**config.mk**
```make
export PLATFORM = sky130hd
export DESIGN_NAME = pipe_skid_reg
export DESIGN_NICKNAME = d
export VERILOG_FILES = /design/src/rtl/pipe_skid_reg_pkg.sv /design/src/rtl/pipe_skid_reg_dffe.sv /design/src/rtl/pipe_skid_reg.sv
export SDC_FILE = /design/constraint.sdc
export NUM_CORES = 1
export LEC_CHECK = 0
export CORE_MARGIN = 2
export CORE_UTILIZATION = 40
export CTS_BUF_LIST = sky130_fd_sc_hd__clkbuf_4
export DETAILED_ROUTE_END_ITERATION = 8
export PLACE_DENSITY = 0.79
export SYNTH_ARGS = -nofsm -noshare
export SYNTH_HDL_FRONTEND = slang
export SYNTH_SLANG_ARGS = --single-unit
```
**constraint.sdc**
```tcl
create_clock -name clk -period 2.1 [get_ports clk]
set_clock_uncertainty 0.2 [all_clocks]
set_input_delay 0.42 -clock clk [delete_from_list [all_inputs] [get_ports clk]]
set_output_delay 0.42 -clock clk [all_outputs]
set_load 0.005 [all_outputs]
```
**src/rtl/pipe_skid_reg_pkg.sv**
```systemverilog
// Shared width and state encoding for the elastic pipeline register.
// Imported by the control block and the data-holding flops.
package pipe_skid_reg_pkg;

  localparam int WORD = 64;

  typedef enum logic [1:0] {
    PSR_EMPTY = 2'b00,
    PSR_BUSY  = 2'b01,
    PSR_FULL  = 2'b10
  } psr_state_t;

  function automatic logic [1:0] psr_occupancy(input psr_state_t state);
    case (state)
      PSR_BUSY: return 2'd1;
      PSR_FULL: return 2'd2;
      default:  return 2'd0;
    endcase
  endfunction

endpackage

```
**src/rtl/pipe_skid_reg_dffe.sv**
```systemverilog
// D flip-flop with load enable and asynchronous active-low clear.
// Holds one payload entry of the skid register.
module pipe_skid_reg_dffe #(
  parameter int SIZE = 64
) (
  input  logic            clk,
  input  logic            rst_n,
  input  logic            en,
  input  logic [SIZE-1:0] d,
  output logic [SIZE-1:0] q
);

  always_ff @(posedge clk or negedge rst_n) begin
    if (!rst_n) begin
      q <= '0;
    end else if (en) begin
      q <= d;
    end
  end

endmodule

```
**src/rtl/pipe_skid_reg.sv**
```systemverilog
// Two-entry elastic pipeline register with flush; in_ready depends only on
// the state register, so there is no combinational path from out_ready.
module pipe_skid_reg
  import pipe_skid_reg_pkg::*;
#(
  parameter int SIZE = WORD
) (
  input  logic            clk,
  input  logic            rst_n,
  input  logic            flush,
  input  logic            in_valid,
  output logic            in_ready,
  input  logic [SIZE-1:0] in_data,
  output logic            out_valid,
  input  logic            out_ready,
  output logic [SIZE-1:0] out_data,
  output logic [1:0]      occupancy
);

  psr_state_t      state_reg;
  psr_state_t      state_next;
  logic            push;
  logic            pop;
  logic            main_en;
  logic            main_from_skid;
  logic            skid_en;
  logic [SIZE-1:0] main_d;
  logic [SIZE-1:0] main_q;
  logic [SIZE-1:0] skid_q;

  assign in_ready  = (state_reg != PSR_FULL);
  assign out_valid = (state_reg != PSR_EMPTY);
  assign out_data  = main_q;
  assign occupancy = psr_occupancy(state_reg);

  assign push = in_valid & in_ready;
  assign pop  = out_valid & out_ready;

  always_comb begin
    state_next     = state_reg;
    main_en        = 1'b0;
    main_from_skid = 1'b0;
    skid_en        = 1'b0;
    // Flush wins outright: any push is dropped and the data flops keep
    // their stale contents, which out_valid=0 masks downstream.
    if (flush) begin
      state_next = PSR_EMPTY;
    end else begin
      case (state_reg)
        PSR_EMPTY: begin
          if (push) begin
            state_next = PSR_BUSY;
            main_en    = 1'b1;
          end
        end
        PSR_BUSY: begin
          if (push && !pop) begin
            state_next = PSR_FULL;
            skid_en    = 1'b1;
          end else if (push && pop) begin
            main_en    = 1'b1;
          end else if (pop) begin
            state_next = PSR_EMPTY;
          end
        end
        PSR_FULL: begin
          if (pop) begin
            state_next     = PSR_BUSY;
            main_en        = 1'b1;
            main_from_skid = 1'b1;
          end
        end
        default: state_next = PSR_EMPTY;
      endcase
    end
  end

  assign main_d = main_from_skid ? skid_q : in_data;

  always_ff @(posedge clk or negedge rst_n) begin
    if (!rst_n) begin
      state_reg <= PSR_EMPTY;
    end else begin
      state_reg <= state_next;
    end
  end

  pipe_skid_reg_dffe #(.SIZE(SIZE)) u_main (
    .clk   (clk),
    .rst_n (rst_n),
    .en    (main_en),
    .d     (main_d),
    .q     (main_q)
  );

  pipe_skid_reg_dffe #(.SIZE(SIZE)) u_skid (
    .clk   (clk),
    .rst_n (rst_n),
    .en    (skid_en),
    .d     (in_data),
    .q     (skid_q)
  );

endmodule

```
run_1/util_map.png
Bar = 20 µm. 12 x 12 tiles, from dark blue (low) to red (high), 0 to 100% covered.
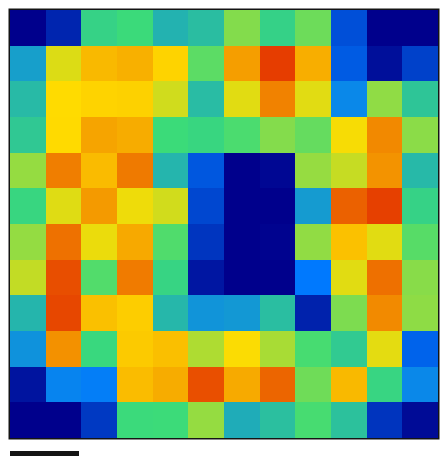
fullest tile = 93%
emptiest ninth of the die = centre
densest ninth of the die = west

run_1/congestion_map.png
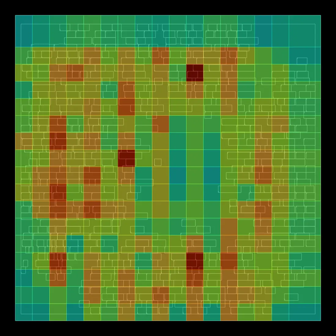
GR Layer Usage met3: 6.87%
grt met2 use: 27.2%
GR Util met1: 20.4%
fin util: 58.1%
GRT Total Usage: 16.8%

run_1/m4.png
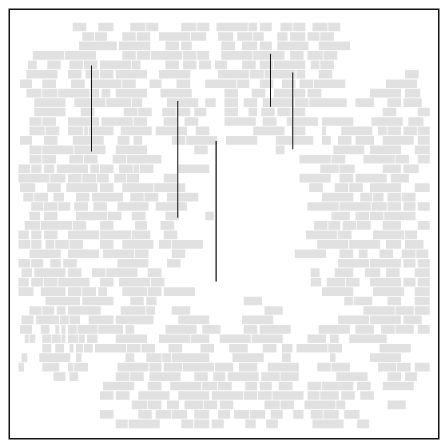
share of all routed wire = 1.1%
wire length on this layer = 135 µm
main direction = vertical
nets with wire on the layer = 3
longest straight run = 40.1 µm

run_1/m2.png
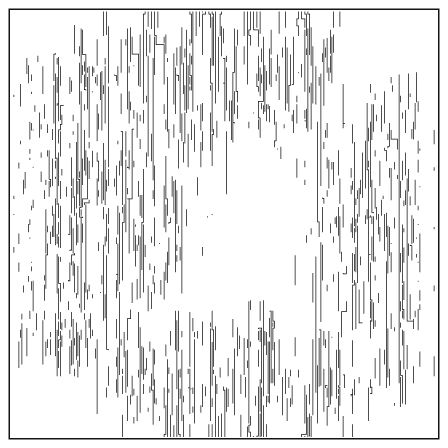
share of all routed wire = 48%
nets with wire on the layer = 565
longest straight run = 88.7 µm
wire length on this layer = 5940 µm

==> run notes, run 1 <==
yosys + openroad results -> dominant logic cell types in the final layout=mux2_2 (152), dfrtp_1 (129), clkdlybuf4s50_1 (68), dlymetal6s2s_1 (44), mux2_4 (34), Cell area leaders=dfrtp_1 (57%), mux2_2 (35%), mux2_1 (2.8%), Logic area=2430 µm², die area=15200 µm², CP endpoint kind=register, Post-Syn Area=5690 µm², slew margin rel.=just over 70%, htree depth=4, dominant logic cell type in the layout=mux2_2, initial antenna violation count=0, sequential group power=3.41 mW, adder share=0%, total negative slack=-202 ps, Most Crowded Layer GR=met2, CP most frequent cell=mux2_2, clock-pin slew on the worst setup and hold paths=120 ps, Syn Area/Cell=about 16 µm², Power Total=approximately 7.1 mW, Leak=just under 4 nW, Horiz. Die Dim=123 µm, global-route wire length before repair=19100 µm, dpl hpwl=7980 µm, Post-synth regs=130, DR vias/cell=4.97, fin crit period=2120 ps, final wirelength=12400 µm, chip area in the Yosys report=5690 µm², Worst Tran Pin Value=between 400 and 500 ps, Max Slew Vio Count=0, Crit path max-delay family=multiplexers, Flop pwr share=48.4%, Syn Nets=approximately 430, Post-Place Cells=672, crit-path cells=nand2b_4 -> nor3b_4 -> buf_6 -> buf_12 -> mux2_2 -> mux2_2, MaxCap Viol Count=0, Iteration-0 DRC Markers=96, routed wl met3=869 µm, worst skew pair latency=530 ps, Top Consumer=registers, critical path class=register to register, Ant. Diodes=0, Post-synth mux share=a little under two fifths, worst path arrival time=2350 ps, synth unique cells=20, worst setup margin=-24.3 ps, worst stage delay on the critical path=about 460 ps, Sw Pwr=1.73 mW, Sw Share=approximately 24%, Hold Slack=219 ps, I/O pin count=approximately 140, I/O Buffers=136, achievable clock frequency=471 MHz, DRC errors left=0, total congestion overflow=0, Min-Delay Path Class=primary input to asynchronous set/reset pin, AND/OR/NAND/NOR Cells, Area Fraction=1.28%, Complex Gates by Area=0.902%, Synth Instances=360, Setup WS pre-CTS=-359 ps, largest net degree at the start of global routing=53, CTS tree=done, Comb pwr share=21.4%, RSZ-0062 raised after global routing=yes, Register Area=3250 µm², Synth area leader=dfrtp_1, final hold vios=0, Cell Area, Placed=around 7300 µm², synth warn=0, nets@finish=slightly below 600, power per cell area=around 900 nW/µm², Filler Cell Count=roughly 1100, outcome=finished, violations left, violated checks=setup timing, vias in the first global route=around 3900, crit path launch type=register, Critical Path Fanout Max=18, yosys cell count=360, Yosys top cell area share=a little under three fifths, clock network fraction of total power=30.2%, combinational power=between 1.5 and 2 mW, top layer in use=met4, die height=roughly 120 µm, Main logic family=multiplexers, tool warnings=28, # setup viols final=17, core area=13900 µm², global placement routability congestion=0.748, met2 routed WL=5940 µm, Max Root-Sink Buffers=2, CTS Buf Count=17, final non-filler cell total=715, DR vias=3552, Clock Power=~2.1 mW, fp util=41.0%, drt pass-1 iters=3, wire per inst=17.4 µm, post-route cell area=8070 µm², crit path DRT=2330 ps, CP bufs+invs=2, WL met1=5490 µm, internal power contribution=approximately 5.3 mW, Post-DRT Antenna Nets=0
-- run 1: worst paths after layout --
path	from	end	slack, ps	depth (start not counted)
max	state_reg[0]$_DFFE_PN0P_	u_main.q[18]$_DFFE_PN0P_	-20	6
min	rst_n	u_skid.q[49]$_DFFE_PN0P_	220	3
max reg2reg	state_reg[0]$_DFFE_PN0P_	u_main.q[18]$_DFFE_PN0P_	-20	6
min reg2reg	u_main.q[61]$_DFFE_PN0P_	u_main.q[61]$_DFFE_PN0P_	310	1
max in group asynchronous	rst_n	state_reg[0]$_DFFE_PN0P_	1050	3
min in group clk	u_main.q[61]$_DFFE_PN0P_	u_main.q[61]$_DFFE_PN0P_	310	1
-- run 1: final cells by class --
class | instances | share of cell area (%)
clock inverter | 15 | 2.96
tap | 180 | 2.79
sequential | 130 | 40.4
multi-input combinational | 209 | 30.1
clock buffer | 17 | 1.58
timing repair buffer | 162 | 22.1
inverter | 2 | 0.0931
-- run 1: Yosys cell counts --
cell / count
mux2_1: 14
nand2b_2: 1
mux2_2: 178
and2b_1: 1
buf_6: 7
a21oi_1: 2
nor2_1: 3
nand2_1: 1
o21ai_2: 1
inv_1: 2
a21oi_4: 1
nand3_2: 1
nor3b_2: 1
a21boi_0: 1
dfrtp_1: 130
buf_2: 12
o22a_1: 1
or2_2: 1
nor3b_1: 1
nand3_1: 1
-- run 1: cells by family (layout without fill, tap and decap cells) --
kind of cell           after synthesis  after routing
muxes                              192            192
DFF                                130            130
buffers and inverters               21            196
and+or+nand+nor                     11             11
AOI/OAI and AO/OA                    6              6
-- run 1: timing repair --
item / in CTS / in global routing
hold endpoints to repair: 130 / 0
gates resized: 42 / 81
hold buffers: 1 / 0
setup endpoints to repair: 87 / 112
pin swaps: 2 / 1
cloned: 1 / 1
buffers inserted: 4 / 4
## Run 2: what changed since run 1
CORE_ASPECT_RATIO = 2   (was not set)
run_2/m1.png
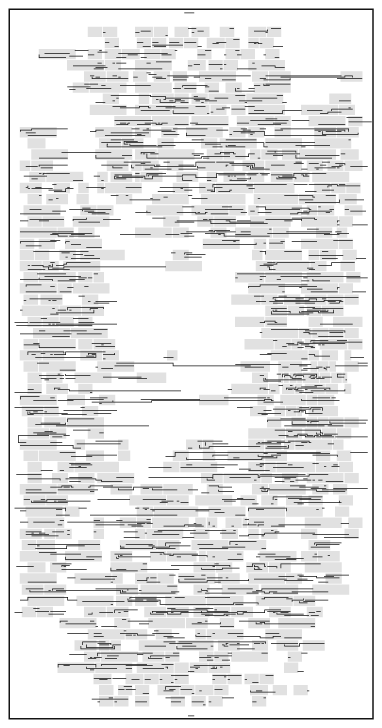
main direction = horizontal
longest straight run = 35.4 µm
share of all routed wire = 38%
wire length on this layer = 5200 µm
nets with wire on the layer = 552

==> run notes, run 2 <==
yosys + openroad results -> Comb pwr share=24.2%, drt pass-1 iters=4, htree depth=4, worst setup margin=-17.2 ps, dpl hpwl=8340 µm, dominant logic cell types in the final layout=dfrtp_1 (129), clkdlybuf4s50_1 (111), mux2_2 (110), mux2_4 (81), buf_4 (23), tool warnings=28, Post-synth mux share=38.0%, dominant logic cell type in the layout=dfrtp_1, Main logic family=multiplexers, Synth Instances=360, GR Util met1=20.3%, Dominant flop cell=dfrtp_1, final non-filler cell total=742, final hold vios=0, XOR Share, Synth=0%, initial antenna violation count=1, CTS root buffer=clkbuf_4, Syn Nets=roughly 430, final wirelength=13600 µm, CTS Buf Count=17, slew margin rel.=between 60 and 70%, Sw Pwr=1.75 mW, CP endpoint kind=register, critical path class=register to register, number of enable flip-flop cells=0, power per cell area=853 nW/µm², FFs w/ async S/R, synth=100%, row count=61, DRC errors left=0, DR vias=approximately 3700, largest net degree at the start of global routing=50, MaxCap Viol Count=0, top layer in use=met4, I/O pin count=137, Cell area leaders=dfrtp_1 (57%), mux2_2 (35%), mux2_1 (2.8%), nets@finish=slightly above 600, Sw Share=24.4%, # resized after CTS=78, Syn Area/Cell=15.8 µm², core area=13900 µm², fin crit period=2120 ps, AND/OR/NAND/NOR Cells, Area Fraction=1.28%, Post-DRT Antenna Nets=0, Post-Place Cells=slightly below 700, synth warn=0, clock-pin slew on the worst setup and hold paths=120 ps, Power Total=7.18 mW, vias in the first global route=4259, Synth area leader=dfrtp_1, Iteration-0 DRC Markers=106, crit path DRT=approximately 2300 ps, yosys cell count=360, I/O Buffers=between 100 and 150, Crit-path slowest cell=dfrtp_1, CTS Hold Bufs=1, outcome=finished, violations left, Flop pwr share=48.0%, crit path launch type=register, Post-Syn Area=~5700 µm², top cells by count, synth=mux2_2 (178), dfrtp_1 (130), mux2_1 (14), routed wl met3=562 µm, Horiz. Die Dim=88.3 µm, GRT Total Usage=18.4%, achievable clock frequency=approximately 470 MHz, Synth Seq Share=between 50% and 60%, grt met2 use=between 30% and 40%, worst skew pair latency=around 500 ps, Complex Gates by Area=0.902%, global-route wire length before repair=21600 µm, chip area in the Yosys report=5690 µm², Worst Tran Pin Value=475 ps, crit-path cells=nand2b_4 -> nor3b_4 -> buf_12 -> buf_12 -> clkbuf_16 -> mux2_4 -> mux2_4, internal power contribution=5.43 mW, Most Crowded Layer GR=met2, fraction of layout instances using a drive strength above 1=roughly 50%, CP bufs+invs=3, wire per inst=18.4 µm, Final Cycle Share=101%, worst stage delay on the critical path=400 ps, WL met1=5200 µm, DR vias/cell=4.98, Crit path max-delay family=multiplexers, postcts setup bufs=7, Leak=3.86 nW, synth unique cells=20, Max Slew Vio Count=0, GR Layer Usage met3=4.15%, CTS tree=done, fp util=40.9%, violated checks=setup timing, # setup viols final=7, worst path arrival time=2320 ps, Post-synth regs=~130, die height=173 µm, peak supply drop=0.590 mV, met2 routed WL=7450 µm, die area=15200 µm², global placement routability congestion=just over 0.7, Critical Path Fanout Max=7, clock network fraction of total power=between 20 and 30%, adder share=0%, Yosys top cell area share=57.2%, Clock Sinks=130, Yosys top cell by instances=mux2_2, Min-Delay Path Class=primary input to asynchronous set/reset pin, area delta synth->final=48.1%, Max Root-Sink Buffers=2, RSZ-0062 raised after global routing=yes, total congestion overflow=0
[run 2: power groups by stage]
stage	Sequential [mW]	Clock, mW	Combinational (mW)
after CTS	3.44	2.07	1.66
after floorplan	3.40	0	0.676
after global placement	3.43	0	1.50
after global routing	3.51	2.17	1.87
after detailed placement	3.48	0	1.55
final	3.44	2.00	1.74
[run 2: final timing paths]
kind | start | endpoint | slack (ps) | cells after the start
hold / removal | rst_n | u_skid.q[55]$_DFFE_PN0P_ | 220 | 2
max in group asynchronous | rst_n | state_reg[1]$_DFFE_PN0P_ | 840 | 3
hold reg to reg | u_skid.q[25]$_DFFE_PN0P_ | u_skid.q[25]$_DFFE_PN0P_ | 310 | 1
setup / recovery | state_reg[0]$_DFFE_PN0P_ | u_main.q[41]$_DFFE_PN0P_ | -20 | 7
setup reg to reg | state_reg[0]$_DFFE_PN0P_ | u_main.q[41]$_DFFE_PN0P_ | -20 | 7
min in group clk | u_skid.q[25]$_DFFE_PN0P_ | u_skid.q[25]$_DFFE_PN0P_ | 310 | 1
[run 2: per-stage QoR]
step | cell area, µm² | setup TNS (ps) | setup slack [ps] | hold WS, ps | util, %
finish | 8420 | -55.8 | -17.2 | 222 | 60.6
global route | 8420 | -291 | -28.2 | 191 | 60.6
CTS | 8240 | -4340 | -134 | 167 | 59.3
detailed placement | 7380 | -33480 | -399 | 216 | 53.1
global placement | 7380 | -26730 | -358 | 210 | 53.1
floorplan | 5690 | 0 | 113 | -75.6 | -
[run 2: final cells by class]
type,count,area (µm²)
Antenna cell,1,2.50
Clock buffer,18,135
Clock inverter,14,210
Fill cell,1068,5470
Inverter,2,7.51
Multi-Input combinational cell,209,2620
Sequential cell,130,3250
Tap cell,189,236
Timing Repair Buffer,179,1950
## Run 3: what changed since run 2
GPL_ROUTABILITY_DRIVEN = 1   (was not set)
run_3/m4.png
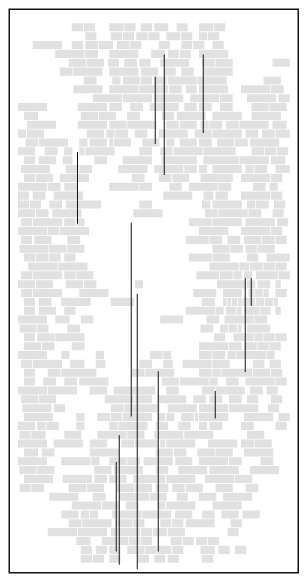
wire length on this layer = 413 µm
main direction = vertical
longest straight run = 84.3 µm
nets with wire on the layer = 10

==> run notes, run 3 <==
yosys + openroad results -> tool warnings=28, MaxCap Viol Count=0, DR vias/cell=4.98, Iteration-0 DRC Markers=106, Clock Sinks=130, worst setup margin=-17.2 ps, outcome=finished, violations left, fin util=60.6%, fin crit period=approximately 2100 ps, worst path arrival time=2320 ps, post-route cell area=8420 µm², Cell area leaders=dfrtp_1 (57%), mux2_2 (35%), mux2_1 (2.8%), global placement routability congestion=0.709, dominant logic cell types in the final layout=dfrtp_1 (129), clkdlybuf4s50_1 (111), mux2_2 (110), mux2_4 (81), buf_4 (23), htree depth=4, clock-pin slew on the worst setup and hold paths=120 ps, Final Cycle Share=101%, Setup WS pre-CTS=-399 ps, CTS Buf Count=17, Syn Area/Cell=15.8 µm², synth unique cells=20, FFs w/ async S/R, synth=100%, GRT Total Usage=a little under a fifth, Leak=3.86 nW, power per cell area=853 nW/µm², Yosys top cell by instances=mux2_2, fraction of layout instances using a drive strength above 1=50.0%, Syn Nets=approximately 430, Max Slew Vio Count=0, row count=a little over 60, synth warn=0, top cells by count, synth=mux2_2 (178), dfrtp_1 (130), mux2_1 (14), final wirelength=13600 µm, DR vias=roughly 3700, crit path DRT=around 2300 ps, Power Total=7.18 mW, Synth Instances=360, CP endpoint kind=register, worst skew pair latency=around 500 ps, Hold Slack=222 ps, Worst R2R Start=state_reg[0]$_DFFE_PN0P_, Worst setup startpoint=state_reg[0]$_DFFE_PN0P_, I/O pin count=137, global-route wire length before repair=about 22000 µm, CTS root buffer=clkbuf_4, number of enable flip-flop cells=0, vias in the first global route=4259, chip area in the Yosys report=5690 µm², yosys cell count=360, Min-Delay Path Class=primary input to asynchronous set/reset pin, dominant logic cell type in the layout=dfrtp_1, R2R Setup Slk=-20 ps, wire per inst=18.4 µm, core area=about 14000 µm², achievable clock frequency=472 MHz, peak supply drop=0.590 mV, critical path class=register to register, Max Root-Sink Buffers=2, slew margin rel.=between 60% and 70%, Post-DRT Antenna Nets=0, total negative slack=-55.8 ps, RSZ-0062 raised after global routing=yes, Worst Tran Pin Value=475 ps, I/O Buffers=~140, largest net degree at the start of global routing=50, Post-Place Cells=around 680, Horiz. Die Dim=slightly below 90 µm, DRC errors left=0, drt pass-1 iters=4, area delta synth->final=48.1%, initial antenna violation count=1, nets@finish=608, fp util=between 40% and 50%, Critical Path Fanout Max=7, dpl hpwl=8340 µm, Post-Syn Area=about 5700 µm², die height=roughly 170 µm, CTS tree=done, final non-filler cell total=742, Worst Reg-to-Reg Cells=7, violated checks=setup timing, Synth area leader=dfrtp_1, Dominant flop cell=dfrtp_1, crit path launch type=register, final hold vios=0, capturing point of the worst reg2reg path=u_main.q[41]$_DFFE_PN0P_, Cell Area, Placed=around 7400 µm², total congestion overflow=0, die area=15200 µm², Synth Seq Share=57.2%, # setup viols final=7, Post-synth regs=130, Yosys top cell area share=57.2%
run 3: cell counts in the layout (fill, tap and decap cells not counted):
Identical to the previous run, type by type.
run 3: worst max-delay path by stage:
stage	to	cells after the start	slack, ps
floorplan	u_main.q[17]$_DFFE_PN0P_	6	110
global placement	u_main.q[59]$_DFFE_PN0P_	5	-360
detailed placement	u_main.q[2]$_DFFE_PN0P_	5	-400
CTS	out_valid	3	-130
global route	u_main.q[13]$_DFFE_PN0P_	6	-30
finish	u_main.q[41]$_DFFE_PN0P_	7	-20
run 3: logic make-up after synthesis:
logic type             share of synthesized area [%]
muxes                                           38.0
and+or+nand+nor                                 1.28
AOI/OAI and AO/OA                              0.902
buffers and inverters                           2.57
DFF                                             57.2
run 3: timing repair:
action | 4_1_cts | 5_1_grt
pin swaps | 2 | 3
gates resized | 78 | 55
setup endpoints to repair | 44 | 91
cloned | 6 | 1
hold endpoints to repair | 33 | 0
hold buffers | 1 | 0
setup buffers | 7 | 18
run 3: final cells by class:
cell class                      instances  area (µm²)
Antenna cell                            1        2.50
Clock buffer                           18         135
Fill cell                            1068        5470
Sequential cell                       130        3250
Inverter                                2        7.51
Multi-Input combinational cell        209        2620
Clock inverter                         14         210
Timing Repair Buffer                  179        1950
Tap cell                              189         236
run 3: critical path, cell delays in order, from the launching register on:
cell and delay, ps:
dfrtp_1 400, nand2b_4 160, nor3b_4 230, buf_12 180
buf_12 120, clkbuf_16 150, mux2_4 300, mux2_4 250
run 3: report_power, final:
group	internal, mW	switching [mW]
Sequential	3.11	0.337
Clock	1.08	0.918
Combinational	1.24	0.499
Total	5.43	1.75
run 3: layer usage:
metal	up-vias	track usage [%]	wire, µm
li1	1655	-	-
met1	1902	20.3	5200
met2	113	32.6	7450
met3	26	4.15	562
met4	0	8.27	412
met5	-	0	0
Power is estimated from default activity; no workload was simulated.
